==> config.mk <==
export PLATFORM = sky130hd
export DESIGN_NAME = prog_loader
export DESIGN_NICKNAME = d
export VERILOG_FILES = /design/src/rtl/prog_loader.sv
export SDC_FILE = /design/constraint.sdc
export NUM_CORES = 1
export LEC_CHECK = 0
export CAP_MARGIN = 20
export CORE_MARGIN = 2
export CORE_UTILIZATION = 54
export CTS_CLUSTER_DIAMETER = 80
export DETAILED_ROUTE_END_ITERATION = 8
export PLACE_DENSITY_LB_ADDON = 0.3
export RECOVER_POWER = 50
export SLEW_MARGIN = 20
export SYNTH_ARGS = -nofsm -noshare
export SYNTH_HDL_FRONTEND = slang
export SYNTH_SLANG_ARGS = --single-unit
==> constraint.sdc <==
create_clock -name clk -period 5.4 [get_ports clk]
set_clock_uncertainty 0.1 [all_clocks]
set_input_delay 0.81 -clock clk [delete_from_list [all_inputs] [get_ports clk]]
set_output_delay 0.81 -clock clk [all_outputs]
set_load 0.1 [all_outputs]
Cell classes on the final placement:
Bar = 20 um. Fill, decap, tap and diode cells in grey.
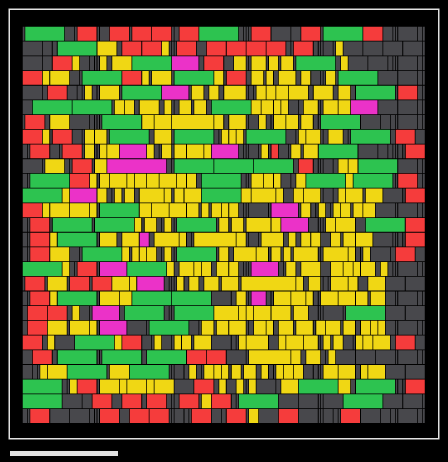
remaining buffers and delay cells: shown in red, cells 73. remaining logic cells: shown in yellow, cells 277. clock drivers and dummy loads: shown in magenta, cells 16. registers: shown in green, cells 60.
fin area: 0.00400 sq mm
Seq/total area: 30.1%

Cell outlines without signal wires:
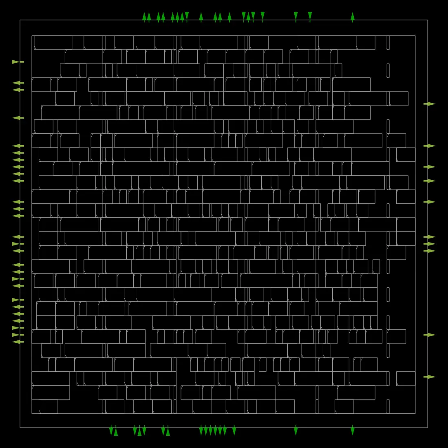
non-filler cells, final: 498
FP Rows: 27
fillcell total: 438
Layout Utilization: 73.0%
core area: 0.00547 sq mm

Wiring by layer:
Bar = 20 um.
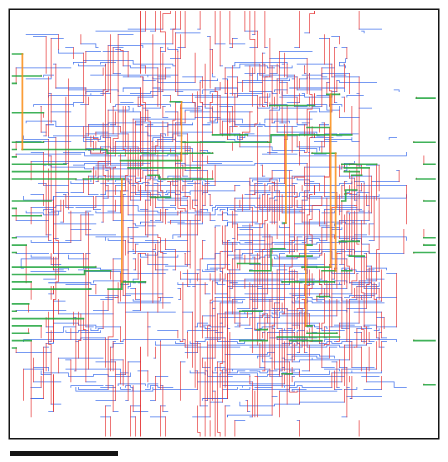
M4: shown in orange, wire length 133 um. M2: shown in red, wire length 3550 um. M1: shown in blue, wire length 3490 um. M3: shown in green, wire length 443 um.
Routed WL per cell: 15.3 um
final WL: 7.62 mm
Vias: 2957

Gate families picked out:
Bar = 20 um.
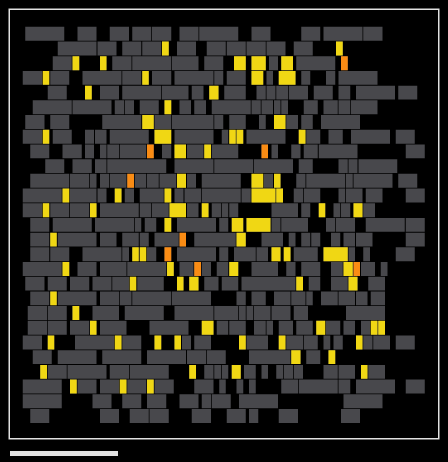
inv cells: shown in orange, cells 8. nor cells: shown in yellow, cells 79, where all over the die.
Top cell excl fill/tap: dfxtp_1
logic share of the area: 43.3%

==> results.cfg <==
; yosys + openroad results
[run_status]
status = complete, but fails checks
violations = capacitance limit, slew limit

[finish]
nMultiInputCombCells = 269
lay_top_cells = dfxtp_1, clkdlybuf4s50_1, nor2_1
dominant_cells = multi-input combinational cells
buffer_area_share_pct = 18.1
clockNetworkAreaShare_pct = 5.54

[power_and_ir_drop]
power.density_mw_per_mm2 = 256

[drt]
drt_iter0_drc = 257
drcViolationCount = 0

[clock_network]
root_buffer = clkbuf_8
clock-sinks = 60
clkSlewWorstSetupHoldPaths_ns = 0.07
cts_tree = done
cts_resized = 0

[synthesis]
synth_area_sq_mm = 0.00305

[grt]
grt_max_degree = 45
grt_pass1_vias = 2739

[critical_path]
crit_chain = nor2b_1, nor2b_1, clkdlybuf4s50_1
timing.reg2reg.worst_path_depth = 6
required_ns = 4.49
crit_top_cell = nor2b_1
critical_path_class = reg2out

[min_path]
hold_depth = 2
hold_class = reg2reg

[sta]
worst_pin_slew_ns = 1.94
slew_violations = 45
fin_ws_ns = 1.89
finalHoldViolCount = 0

[run]
maxCapViolations = 1
